Fig. 1: run 1, cell classes on the final placement
Scale bar: 50 µm.
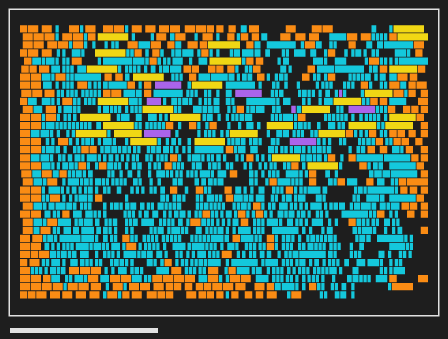
Fig. 2: run 1, selected gate families
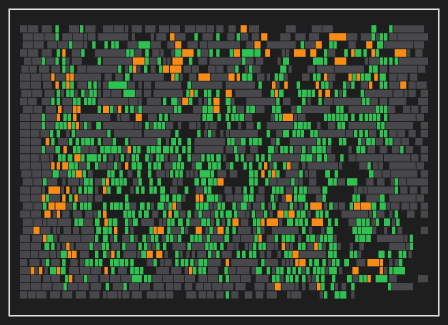
Fig. 3: run 1, routed metal per tile
Scale bar: 50 µm. The die is cut into 29 by 21 equal tiles; black is low, pale yellow is high, scaled to the fullest tile. Values are wire area over tile area, all layers added.
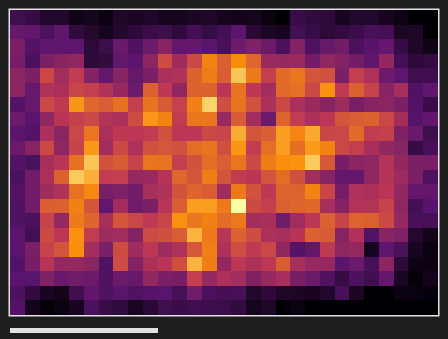
Fig. 4: run 1, metal layers overlaid
Scale bar: 50 µm. Two of the layers only.
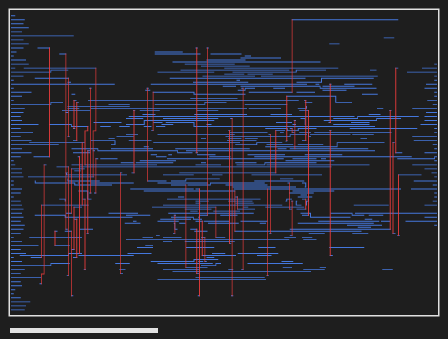
===== config.mk =====
export PLATFORM = sky130hd
export DESIGN_NAME = pc_sequencer
export DESIGN_NICKNAME = d
export VERILOG_FILES = /design/src/rtl/pc_sequencer.sv
export SDC_FILE = /design/constraint.sdc
export NUM_CORES = 1
export LEC_CHECK = 0
export ABC_AREA = 1
export CORE_ASPECT_RATIO = 0.7
export CORE_MARGIN = 3
export CORE_UTILIZATION = 48
export DETAILED_ROUTE_END_ITERATION = 10
export GPL_TIMING_DRIVEN = 1
export HOLD_SLACK_MARGIN = 0.08
export PLACE_DENSITY = 0.84
export SLEW_MARGIN = 15
export SYNTH_ARGS = -nofsm -noshare
export SYNTH_HDL_FRONTEND = slang
export SYNTH_SLANG_ARGS = --single-unit

===== constraint.sdc =====
create_clock -name clk -period 3.3 [get_ports clk]
set_input_delay 0.33 -clock clk [delete_from_list [all_inputs] [get_ports clk]]
set_output_delay 0.33 -clock clk [all_outputs]
set_load 0.1 [all_outputs]

===== src/rtl/pc_sequencer.sv =====
// Program-counter sequencer: decodes branches and jumps at pc and produces the next fetch address.
// Define PC_SEQUENCER_DELAY_SLOT_EN to get MIPS branch-delay-slot sequencing (redirect after one slot).
module pc_sequencer #(
  parameter int          PC_W         = 32,
  parameter logic [31:0] RESET_VECTOR = 32'h0000_3000
) (
  input  logic            clk,
  input  logic            rst,
  input  logic            stall,
  input  logic [5:0]      op,
  input  logic [5:0]      funct,
  input  logic [31:0]     rs_val,
  input  logic [31:0]     rt_val,
  input  logic [15:0]     imm16,
  input  logic [25:0]     target26,
  output logic [PC_W-1:0] pc,
  output logic [PC_W-1:0] pc_plus4,
  output logic [PC_W-1:0] link_addr,
  output logic            link_we,
  output logic            taken
);

  localparam logic [PC_W-1:0] RST_PC = RESET_VECTOR[PC_W-1:0];

  localparam logic [5:0] OP_SPECIAL = 6'b000000;
  localparam logic [5:0] OP_J       = 6'b000010;
  localparam logic [5:0] OP_JAL     = 6'b000011;
  localparam logic [5:0] OP_BEQ     = 6'b000100;
  localparam logic [5:0] OP_BNE     = 6'b000101;
  localparam logic [5:0] OP_BLEZ    = 6'b000110;
  localparam logic [5:0] OP_BGTZ    = 6'b000111;
  localparam logic [5:0] FN_JR      = 6'b001000;
  localparam logic [5:0] FN_JALR    = 6'b001001;

  logic [PC_W-1:0] pc_q;
  logic [PC_W-1:0] tgt;
  logic [PC_W-1:0] br_tgt;
  logic [PC_W-1:0] j_tgt;
  logic [PC_W-1:0] jr_tgt;
  logic [31:0]     br_off;
  logic [31:0]     p4_ext;
  logic [31:0]     j32;

  assign pc       = pc_q;
  assign pc_plus4 = pc_q + PC_W'(4);

  // All targets are built at 32 bits and truncated, so every PC_W wraps the same way.
  assign br_off = {{14{imm16[15]}}, imm16, 2'b00};
  assign br_tgt = pc_plus4 + br_off[PC_W-1:0];
  assign p4_ext = 32'(pc_plus4);
  assign j32    = (p4_ext & 32'hF000_0000) | {4'b0000, target26, 2'b00};
  assign j_tgt  = j32[PC_W-1:0];
  assign jr_tgt = rs_val[PC_W-1:0] & ~PC_W'(3);

  always_comb begin
    taken   = 1'b0;
    link_we = 1'b0;
    tgt     = pc_plus4;
    case (op)
      OP_BEQ:  begin taken = (rs_val == rt_val);          tgt = br_tgt; end
      OP_BNE:  begin taken = (rs_val != rt_val);          tgt = br_tgt; end
      OP_BLEZ: begin taken = ($signed(rs_val) <= 32'sd0); tgt = br_tgt; end
      OP_BGTZ: begin taken = ($signed(rs_val) >  32'sd0); tgt = br_tgt; end
      OP_J:    begin taken = 1'b1;                        tgt = j_tgt;  end
      OP_JAL:  begin taken = 1'b1; link_we = 1'b1;        tgt = j_tgt;  end
      OP_SPECIAL: begin
        if (funct == FN_JR) begin
          taken = 1'b1;
          tgt   = jr_tgt;
        end else if (funct == FN_JALR) begin
          taken   = 1'b1;
          link_we = 1'b1;
          tgt     = jr_tgt;
        end
      end
      default: ;
    endcase
  end

`ifdef PC_SEQUENCER_DELAY_SLOT_EN
  typedef enum logic {NORMAL, PENDING} state_t;

  state_t          state_q, state_d;
  logic [PC_W-1:0] pend_q, pend_d, pc_d;

  // Return address skips the delay slot.
  assign link_addr = pc_q + PC_W'(8);

  always_ff @(posedge clk or posedge rst) begin
    if (rst) begin
      state_q <= NORMAL;
      pend_q  <= '0;
      pc_q    <= RST_PC;
    end else begin
      state_q <= state_d;
      pend_q  <= pend_d;
      pc_q    <= pc_d;
    end
  end

  // A control instruction sitting in the delay slot is not allowed to redirect again.
  always_comb begin
    state_d = state_q;
    pend_d  = pend_q;
    pc_d    = pc_q;
    if (!stall) begin
      case (state_q)
        NORMAL: begin
          pc_d = pc_plus4;
          if (taken) begin
            pend_d  = tgt;
            state_d = PENDING;
          end
        end
        PENDING: begin
          pc_d    = pend_q;
          state_d = NORMAL;
        end
        default: state_d = NORMAL;
      endcase
    end
  end
`else
  logic [PC_W-1:0] pc_d;

  assign link_addr = pc_plus4;

  always_comb begin
    pc_d = pc_q;
    if (!stall) pc_d = taken ? tgt : pc_plus4;
  end

  always_ff @(posedge clk or posedge rst) begin
    if (rst) pc_q <= RST_PC;
    else     pc_q <= pc_d;
  end
`endif

endmodule


==> results_slide.txt, run 1 <==
Physical Implementation Snapshot

Status
  – Outcome: complete, no violations

Critical path
  – Worst Reg-to-Reg Cells: 22
  – Crit Path Category: reg -> reg
  – Crit end category: flop
  – Worst EP required: 3470 ps
  – CP Launch Point: pc[3]

Detailed routing
  – DRC: 0

Yosys
  – Yosys top cell area share: 0.322
  – Synth Instances: between 1000 and 1500
  – Synth area leaders: nand2_1 (32%), inv_1 (12%), dfrtp_1 (11%)

Clock tree
  – Total clock sinks: 30
  – Insertion Delay late pin: around 280 ps
  – Post-CTS Setup Repair Bufs: 0

Die
  – I/O pin count: approximately 220
  – Die ar.: 14900 µm²
  – Core box area: 12800 µm²

Timing
  – Tmin final: around 3200 ps
  – Cycle use final: 0.981
  – Pins Over Slew Limit: 0

Min path
  – Worst min path class: in -> async

Power
  – VDD IR max: roughly 700 µV
  – Cell-internal power: 1800 µW

GRT
  – Largest net degree at the start of global routing: 31
## Picture notes: Fig. 1
Key: purple = clock drivers and dummy loads [cells 8]; cyan = combinational and other logic [cells 1168]; orange = remaining buffers and delay cells [cells 302]; yellow = sequential cells [cells 30]
flop share of the area: 0.0840
Design Area, Final: 9860 µm²

## Picture notes: Fig. 2
Key: orange = nor cells [cells 134, most used nor2_1, where all over the die]; green = nand cells [cells 671, most used nand2_1, where all over the die]

## Picture notes: Fig. 3
The densest ninth of the die: middle. The mean over all tiles is 0.36. The fullest tile reaches 0.93.

## Picture notes: Fig. 4
Key: blue = metal 3 [wire length 4310 µm]; red = metal 4 [wire length 1360 µm]
WL final: 29900 µm
gr usage total: 0.388
mean routed wirelength per cell: 17.9 µm
routed via count: 9116

run 1: power by group through the flow:
stage	Sequential, µW	Combinational [µW]	Clock [µW]
2_1_floorplan	1040	2190	0
3_3_place_gp	586	3580	0
6_report	582	3780	475
3_5_place_dp	588	3600	0
5_1_grt	586	3940	489
4_1_cts	583	3630	467
run 1: path summary, 6_finish.rpt:
| kind | endpoint |
|---|---|
| worst max-delay path | pc[27] |
| worst min-delay path | pc[11] |
| worst max register to register | pc[27] |
| worst min register to register | pc[22] |
| max in group asynchronous | pc[16] |
| min in group clk | pc[22] |
run 1: worst min-delay path: cells and delay by family:
| family | cells | cell delay, ps |
|---|---|---|
| buf+inv | 3 | 800 |
run 1: logic make-up after synthesis:
| family | synth area share |
|---|---|
| other | 0.000582 |
| AND/OR/NAND/NOR | 0.523 |
| buffers and inverters | 0.180 |
| AND-OR/OR-AND | 0.0439 |
| adder cells (fa/ha/maj) | 0.0692 |
| XOR/XNOR | 0.0666 |
| flip-flops | 0.117 |
run 1: area by class of cell:
cell class                      count  area (µm²)
Fill cell                        1016        2900
Multi-Input combinational cell    960        5210
Clock inverter                      1        5.00
Clock buffer                        7         143
Sequential cell                    30         828
Tap cell                          162         203
Timing Repair Buffer              302        2660
Inverter                          208         812
run 1: stage by stage:
step	TNS (ps)	utilization	instance area [µm²]	setup WS, ps
2_1_floorplan	-2600	-	6990	-240
3_3_place_gp	-261	0.731	9330	-87.7
3_5_place_dp	-273	0.731	9330	-108
4_1_cts	0	0.745	9510	22.2
5_1_grt	-721	0.773	9860	-111
6_report	0	0.773	9860	64.0
run 1: routing by layer:
metal	global-route usage	up-vias	wire length [µm]
met5	0	-	0
met4	0.135	0	1360
met3	0.107	122	4310
met2	0.603	741	12900
met1	0.521	4005	11300
li1	-	4248	-
Fig. 5: run 1, congestion heat map
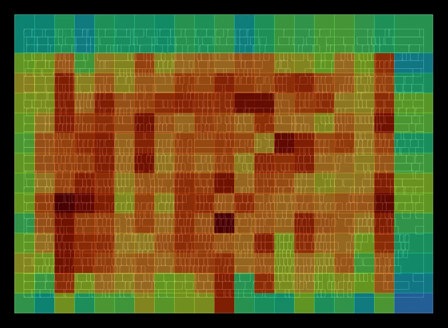

==> run 1 -> run 2 <==
--- a/config.mk
+++ b/config.mk
@@ -6,13 +6,15 @@
 export NUM_CORES = 1
 export LEC_CHECK = 0
 export ABC_AREA = 1
+export CELL_PAD_IN_SITES_DETAIL_PLACEMENT = 2
+export CELL_PAD_IN_SITES_GLOBAL_PLACEMENT = 2
 export CORE_ASPECT_RATIO = 0.7
 export CORE_MARGIN = 3
-export CORE_UTILIZATION = 48
+export CORE_UTILIZATION = 22
 export DETAILED_ROUTE_END_ITERATION = 10
 export GPL_TIMING_DRIVEN = 1
 export HOLD_SLACK_MARGIN = 0.08
-export PLACE_DENSITY = 0.84
+export PLACE_DENSITY_LB_ADDON = 0.1
 export SLEW_MARGIN = 15
 export SYNTH_ARGS = -nofsm -noshare
 export SYNTH_HDL_FRONTEND = slang
==> constraint.sdc (replaced) <==
create_clock -name clk -period 3.6 [get_ports clk]
set_input_delay 0.36 -clock clk [delete_from_list [all_inputs] [get_ports clk]]
set_output_delay 0.36 -clock clk [all_outputs]
set_load 0.1 [all_outputs]
Fig. 6: run 2, congestion heat map
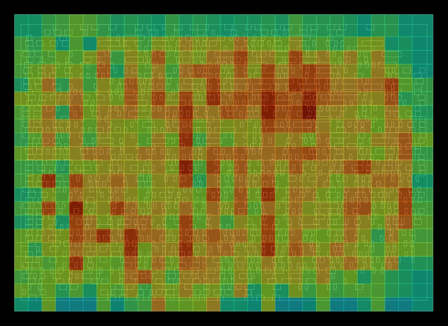
fin util: 0.341
mean routed wirelength per cell: 21.4 µm
GRT Max-Usage Layer: met2

==> run 2 against run 1 <==
Against the previous run:
- flip-flop count did not move
- synthesized cell count is the same
- non-clock buffer count fell by 30
- via count decreased by 4.7%
- die size grew 110%
- final cell count up 11%
- largest power group unchanged
==> results_slide.txt, run 2 <==
Physical Implementation Snapshot

Status
  – Outcome: complete, no violations

Critical path
  – Worst r2r dst: pc[21]
  – Worst Path Arrival: roughly 3600 ps
  – CP Launch Type: flop
  – Worst Reg-to-Reg Cells: 18
  – Crit Path Category: reg -> reg
  – Worst EP required: 3770 ps
  – Crit end category: flop

Yosys
  – Ys async rst share: 1.00
  – Post-synth top area cell: nand2_1
  – Yosys top cell area share: 0.322
  – Synth Instances: between 1000 and 1500
  – Simple-Gate Area Share: 0.523
  – Logic family by area: simple AND/OR/NAND/NOR gates
  – Synth area leaders: nand2_1 (32%), inv_1 (12%), dfrtp_1 (11%)
  – Yosys cell count: roughly 1200
  – Synth top cells by count: nand2_1 (552), inv_1 (199), nor2_1 (116)
  – Flip-flop and latch count after synthesis: 30
  – Adder share: 0.0692
  – AND-OR/OR-AND Cells, Area Fraction: 0.0439

Layout
  – Fill cells: approximately 3600
  – Design Area, Final: approximately 9700 µm²
  – # nets final: approximately 1600
  – Most used logic cell in the final layout: nand2_1
  – Largest register FFs: 30

GRT
  – Global routing usage on met3: 0.0526
  – Overflow after GRT: 0
  – GR Util met1: 0.354
  – Largest net degree at the start of global routing: 31
  – Met2 Use GR: 0.403
  – Gr usage total: 0.250

Clock tree
  – Insertion Delay late pin: between 200 and 300 ps
  – Total clock sinks: 30

Placed design
  – Placed inst area: 9280 µm²
  – Dpl ws: -66.5 ps

Min path
  – Worst min path class: in -> async

Detailed routing
  – DRC: 0
  – WL final: about 40000 µm
  – Routed via count: ~8700

Timing
  – Tmin final: ~3400 ps
  – Setup TNS: 0 ps
  – Pins Over Slew Limit: 0
  – Cycle use final: 0.943

Power
  – VDD IR max: 334 µV
  – Total power: between 4000 and 5000 µW

Die
  – Die ar.: between 30000 and 40000 µm²
  – I/O pin count: ~220
  – Core box area: between 20000 and 30000 µm²

Run
  – Max-cap violations: 0
Fig. 7: run 2, cell classes on the final placement
Scale bar: 50 µm.
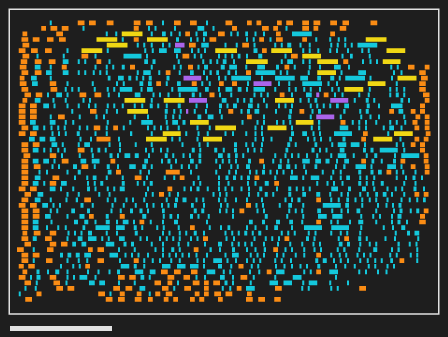
Key: orange = remaining buffers and delay cells [cells 272]; cyan = combinational and other logic [cells 1168]; purple = clock drivers and dummy loads [cells 8]; yellow = sequential cells [cells 30]

==> run 2: cell type report <==
type                       count  area (µm²)  area share
clock buffer                   7         143      0.0148
clock inverter                 1        5.00    0.000518
inverter                     208         795      0.0822
multi-input combinational    960        4990       0.516
sequential                    30         823      0.0852
tap                          371         464      0.0480
timing repair buffer         272        2440       0.253
==> run 2: kinds of logic (layout without fill, tap and decap cells) <==
| group | count (synthesis) | in the layout |
|---|---|---|
| other | 1 | 6 |
| and+or+nand+nor | 823 | 823 |
| DFF | 30 | 30 |
| AOI/OAI and AO/OA | 47 | 47 |
| buffers and inverters | 263 | 488 |
| xor gates and xnor gates | 49 | 49 |
| adders and majority gates | 35 | 35 |
==> run 2: how the worst max path moves through the flow <==
stage | start | endpoint | slack [ps] | cells after the start
after detailed placement | pc[2] | pc[25] | -70 | 23
after global routing | pc[3] | pc[25] | -40 | 24
final | pc[12] | pc[21] | 200 | 18
after CTS | pc[12] | pc[27] | 2 | 21
after floorplan | pc[4] | pc[9] | -9 | 17
after global placement | pc[12] | pc[21] | 10 | 19
==> run 2: what timing repair did <==
action / 4_1_cts / 5_1_grt
resized: 3 / 50
gates cloned: 0 / 0
endpoints found under the setup margin: 7 / 19
setup buffers: 1 / 5
pin swaps: 1 / 5
==> run 2: power breakdown <==
group	leakage [µW]	total [µW]	internal, µW	switching [µW]
Clock	0.0000739	448	275	173
Combinational	0.00449	3410	871	2540
Sequential	0.000359	557	424	134
==> run 2: routing by layer <==
| metal | wire length [µm] | vias up |
|---|---|---|
| met2 | 17400 | 242 |
| met4 | 497 | 2 |
| met3 | 2540 | 23 |
| li1 | - | 4190 |
| met1 | 19100 | 4229 |
| met5 | 11 | - |
Power is estimated from default activity; no workload was simulated.
